File: src/rtl/regfile_pkg.sv
// regfile_pkg: shared widths, sequencer states and requester ids for the regfile access controller
package regfile_pkg;

    localparam int DataSize = 32;
    localparam int AddrSize = 5;

    typedef enum logic [2:0] {
        IDLE,
        FETCH,
        CAPTURE,
        WRITE,
        RESP
    } state_t;

    typedef enum logic {
        CORE = 1'b0,
        DBG  = 1'b1
    } req_id_t;

endpackage

File: src/rtl/regfile_arb_prio.sv
// regfile_arb_prio: core-priority arbiter with a starve counter that eventually lets debug through
module regfile_arb_prio #(
    parameter int STARVE_MAX = 4
) (
    input  logic       clock,
    input  logic       reset,
    input  logic       arb_en,
    input  logic       c_valid,
    input  logic       d_valid,
    output logic [1:0] grant
);

    logic [3:0] starve_cnt;
    logic       starved;

    // Core wins by default; debug wins once it has watched STARVE_MAX core grants go by
    always_comb begin
        starved  = starve_cnt == 4'(STARVE_MAX);
        grant[1] = arb_en && d_valid && (!c_valid || starved);
        grant[0] = arb_en && c_valid && !grant[1];
    end

    // Count core grants made while debug is waiting; forget the history once debug is served or withdraws
    always_ff @(posedge clock or posedge reset) begin
        if (reset)
            starve_cnt <= '0;
        else if (!d_valid || grant[1])
            starve_cnt <= '0;
        else if (grant[0])
            starve_cnt <= starve_cnt + 4'd1;
    end

endmodule

File: src/rtl/regfile_access_ctrl.sv
// regfile_access_ctrl: serialises core/debug fetch-pair and write requests onto the regfile's single port
// Build option: REGFILE_ARB_R0_GUARD_EN suppresses the write enable for writes to r0.
module regfile_access_ctrl #(
    parameter int DataSize   = regfile_pkg::DataSize,
    parameter int AddrSize   = regfile_pkg::AddrSize,
    parameter int STARVE_MAX = 4
) (
    input  logic                clock,
    input  logic                reset,
    input  logic                c_req_valid,
    output logic                c_req_ready,
    input  logic                c_req_write,
    input  logic [AddrSize-1:0] c_rd_addr1,
    input  logic [AddrSize-1:0] c_rd_addr2,
    input  logic [AddrSize-1:0] c_wr_addr,
    input  logic [DataSize-1:0] c_wr_data,
    output logic                c_resp_valid,
    input  logic                c_resp_ready,
    output logic [DataSize-1:0] c_resp_data1,
    output logic [DataSize-1:0] c_resp_data2,
    input  logic                d_req_valid,
    output logic                d_req_ready,
    input  logic                d_req_write,
    input  logic [AddrSize-1:0] d_rd_addr1,
    input  logic [AddrSize-1:0] d_rd_addr2,
    input  logic [AddrSize-1:0] d_wr_addr,
    input  logic [DataSize-1:0] d_wr_data,
    output logic                d_resp_valid,
    input  logic                d_resp_ready,
    output logic [DataSize-1:0] d_resp_data1,
    output logic [DataSize-1:0] d_resp_data2,
    output logic [AddrSize-1:0] rf_read_addr1,
    output logic [AddrSize-1:0] rf_read_addr2,
    output logic [AddrSize-1:0] rf_write_addr,
    output logic [DataSize-1:0] rf_write_data,
    output logic                rf_do_fetch,
    output logic                rf_do_write,
    output logic                rf_write_en,
    input  logic [DataSize-1:0] rf_read_data1,
    input  logic [DataSize-1:0] rf_read_data2
);

    import regfile_pkg::*;

    state_t        state_q, state_d;
    req_id_t       owner_q;
    logic [1:0]    grant;
    logic          arb_en;
    logic          grant_write;
    logic          owner_ready;
    logic [AddrSize-1:0] rd_addr1_q, rd_addr2_q, wr_addr_q;
    logic [DataSize-1:0] wr_data_q;

    // Grants only happen from IDLE, and never while reset is held so req_ready reads 0 during reset
    assign arb_en      = state_q == IDLE && !reset;
    assign grant_write = grant[1] ? d_req_write : c_req_write;
    assign owner_ready = owner_q == DBG ? d_resp_ready : c_resp_ready;
    assign c_req_ready = grant[0];
    assign d_req_ready = grant[1];

    regfile_arb_prio #(
        .STARVE_MAX (STARVE_MAX)
    ) u_arb (
        .clock   (clock),
        .reset   (reset),
        .arb_en  (arb_en),
        .c_valid (c_req_valid),
        .d_valid (d_req_valid),
        .grant   (grant)
    );

    // Sequence each accepted request through its fixed-latency access phases
    always_comb begin
        state_d = state_q;
        case (state_q)
            IDLE:    if (|grant) state_d = grant_write ? WRITE : FETCH;
            FETCH:   state_d = CAPTURE;
            CAPTURE: state_d = RESP;
            WRITE:   state_d = IDLE;
            RESP:    if (owner_ready) state_d = IDLE;
            default: state_d = IDLE;
        endcase
    end

    // State register; reset abandons whatever access was in flight
    always_ff @(posedge clock or posedge reset) begin
        if (reset)
            state_q <= IDLE;
        else
            state_q <= state_d;
    end

    // Latch the winner's request fields so the requester may move on after its ready
    always_ff @(posedge clock or posedge reset) begin
        if (reset) begin
            owner_q    <= CORE;
            rd_addr1_q <= '0;
            rd_addr2_q <= '0;
            wr_addr_q  <= '0;
            wr_data_q  <= '0;
        end else if (|grant) begin
            owner_q    <= grant[1] ? DBG : CORE;
            rd_addr1_q <= grant[1] ? d_rd_addr1 : c_rd_addr1;
            rd_addr2_q <= grant[1] ? d_rd_addr2 : c_rd_addr2;
            wr_addr_q  <= grant[1] ? d_wr_addr : c_wr_addr;
            wr_data_q  <= grant[1] ? d_wr_data : c_wr_data;
        end
    end

    // Capture regfile data in CAPTURE, the only cycle it is valid, and hold it until the owner consumes it
    always_ff @(posedge clock or posedge reset) begin
        if (reset) begin
            c_resp_valid <= 1'b0;
            c_resp_data1 <= '0;
            c_resp_data2 <= '0;
            d_resp_valid <= 1'b0;
            d_resp_data1 <= '0;
            d_resp_data2 <= '0;
        end else begin
            if (state_q == CAPTURE && owner_q == CORE) begin
                c_resp_valid <= 1'b1;
                c_resp_data1 <= rf_read_data1;
                c_resp_data2 <= rf_read_data2;
            end else if (state_q == RESP && owner_q == CORE && c_resp_ready) begin
                c_resp_valid <= 1'b0;
            end
            if (state_q == CAPTURE && owner_q == DBG) begin
                d_resp_valid <= 1'b1;
                d_resp_data1 <= rf_read_data1;
                d_resp_data2 <= rf_read_data2;
            end else if (state_q == RESP && owner_q == DBG && d_resp_ready) begin
                d_resp_valid <= 1'b0;
            end
        end
    end

    assign rf_read_addr1 = rd_addr1_q;
    assign rf_read_addr2 = rd_addr2_q;
    assign rf_write_addr = wr_addr_q;
    assign rf_write_data = wr_data_q;
    assign rf_do_fetch   = state_q == FETCH;
    assign rf_do_write   = state_q == WRITE;
`ifdef REGFILE_ARB_R0_GUARD_EN
    assign rf_write_en   = state_q == WRITE && wr_addr_q != '0;
`else
    assign rf_write_en   = state_q == WRITE;
`endif

endmodule

File: config.mk
export PLATFORM = sky130hd
export DESIGN_NAME = regfile_access_ctrl
export DESIGN_NICKNAME = d
export VERILOG_FILES = /design/src/rtl/regfile_pkg.sv /design/src/rtl/regfile_arb_prio.sv /design/src/rtl/regfile_access_ctrl.sv
export SDC_FILE = /design/constraint.sdc
export NUM_CORES = 1
export LEC_CHECK = 0
export CORE_UTILIZATION = 30
export DETAILED_ROUTE_END_ITERATION = 7
export RECOVER_POWER = 25
export SYNTH_ARGS = -nofsm -noshare
export SYNTH_HDL_FRONTEND = slang
export SYNTH_HIERARCHICAL = 1
export SYNTH_SLANG_ARGS = --single-unit
File: constraint.sdc
create_clock -name clock -period 16.86 [get_ports clock]
set_input_delay 2.529 -clock clock [delete_from_list [all_inputs] [get_ports clock]]
set_output_delay 2.529 -clock clock [all_outputs]
set_load 0.02 [all_outputs]
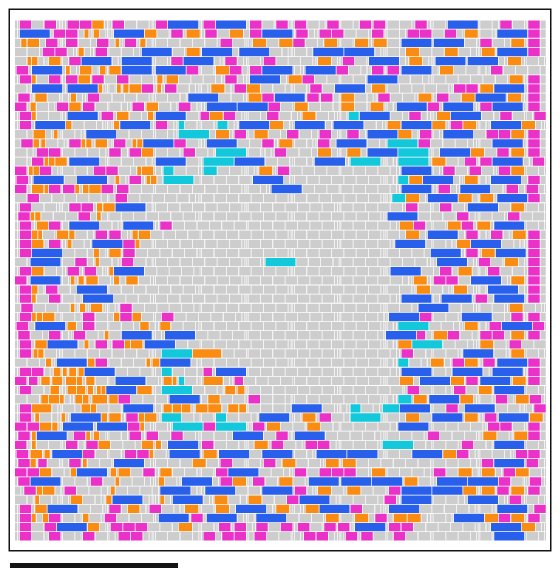
Fig. 1. Placed cells, one colour a class.
Scale bar: 50 um. Fill, decap, tap and diode cells in grey.
Key: remaining buffers and delay cells = magenta [cells 353, share of their area 31%]; remaining logic cells = orange [cells 318, share of their area 24%]; registers = blue [cells 185, share of their area 41%]; clock drivers and dummy loads = cyan [cells 32, share of their area 5.0%]
total core area: 24500 sq um
sequential share of cell area: 0.391
row count: 57
final core occ: 0.482
Post-Layout Inst Area: 11800 sq um

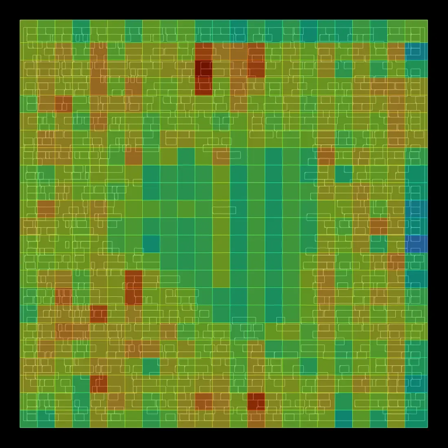
Fig. 2. Track usage over the die.
detailed-route wire length per cell: 17.6 um
met2 Resource Use GR: 0.269

==> impl_summary.log <==
[flow] final metrics
INFO  metric met1_usage = 0.205
INFO  metric critPathCaptureType = output port
INFO  metric first_pass_grt_wire_length = 33300 um
INFO  metric gr_met3_demand_resource = 0.0770
INFO  metric setup.worst_path.end = d_req_ready
INFO  metric crit_required = 14.33 ns
INFO  metric top_reg_cell_synth = sky130_fd_sc_hd__dfrtp_1
INFO  metric postRouteWirelength = 21400 um
INFO  metric grt_max_degree = 99
INFO  metric worst-path-buf-inv = 2
INFO  metric boundaryPins = 348
INFO  metric postSynthSeqShare = 0.612
INFO  metric synth_top_cell_by_count = sky130_fd_sc_hd__dfrtp_1
INFO  metric cp_max_fo = 10
INFO  metric violations = capacitance limit, slew limit
INFO  metric topCellsByArea = sky130_fd_sc_hd__dfrtp_1, sky130_fd_sc_hd__mux2_2, sky130_fd_sc_hd__mux2_1
INFO  metric io_buffer_count = 347
INFO  metric globalRouteOverflowTotal = 0
INFO  metric aoi_share = 0.0429
INFO  metric status = finished, violations left
INFO  metric drv_cap = 1
INFO  metric maxSlewViolCount = 46
INFO  metric place_congestion = 0.750
INFO  metric clockNetworkAreaShare = 0.0481
INFO  metric grt-busiest-layer = met2
INFO  metric hold_path.class = reg2reg
INFO  metric cp_top_family = simple AND/OR/NAND/NOR gates
INFO  metric die_w = 161 um
INFO  metric path_cells = dlygate4sd3_1 > nor4_1 > and3_2 > clkdlybuf4s50_1
INFO  metric place_ws = 9.40 ns
INFO  metric worst_path_largest_cell_delay = 0.90 ns
INFO  metric clkPwrFrac = 0.173
INFO  metric timing_worst_slew_pin_value = 2.09 ns
INFO  metric power.internal = 1.42 mW
INFO  metric antenna_found_initial = 1
INFO  metric antenna_cells = 2
INFO  metric floorplan.tapcells = 324
INFO  metric clockNetworkPower = 0.390 mW
INFO  metric hold_path_depth = 1
INFO  metric power.static_leakage = 4.78 nW
INFO  metric layout.area.comb = 2680 sq um
INFO  metric drt_first_pass_iters = 5
INFO  metric postSynthCellCount = 539
INFO  metric total_global_route_track_usage = 0.169
INFO  metric cts_made_buffers = 17
INFO  metric clk_pin_slew = 0.06 ns
INFO  metric vias_per_cell = 4.49
Power figures rest on the tool's default switching activity, not on a simulated workload.
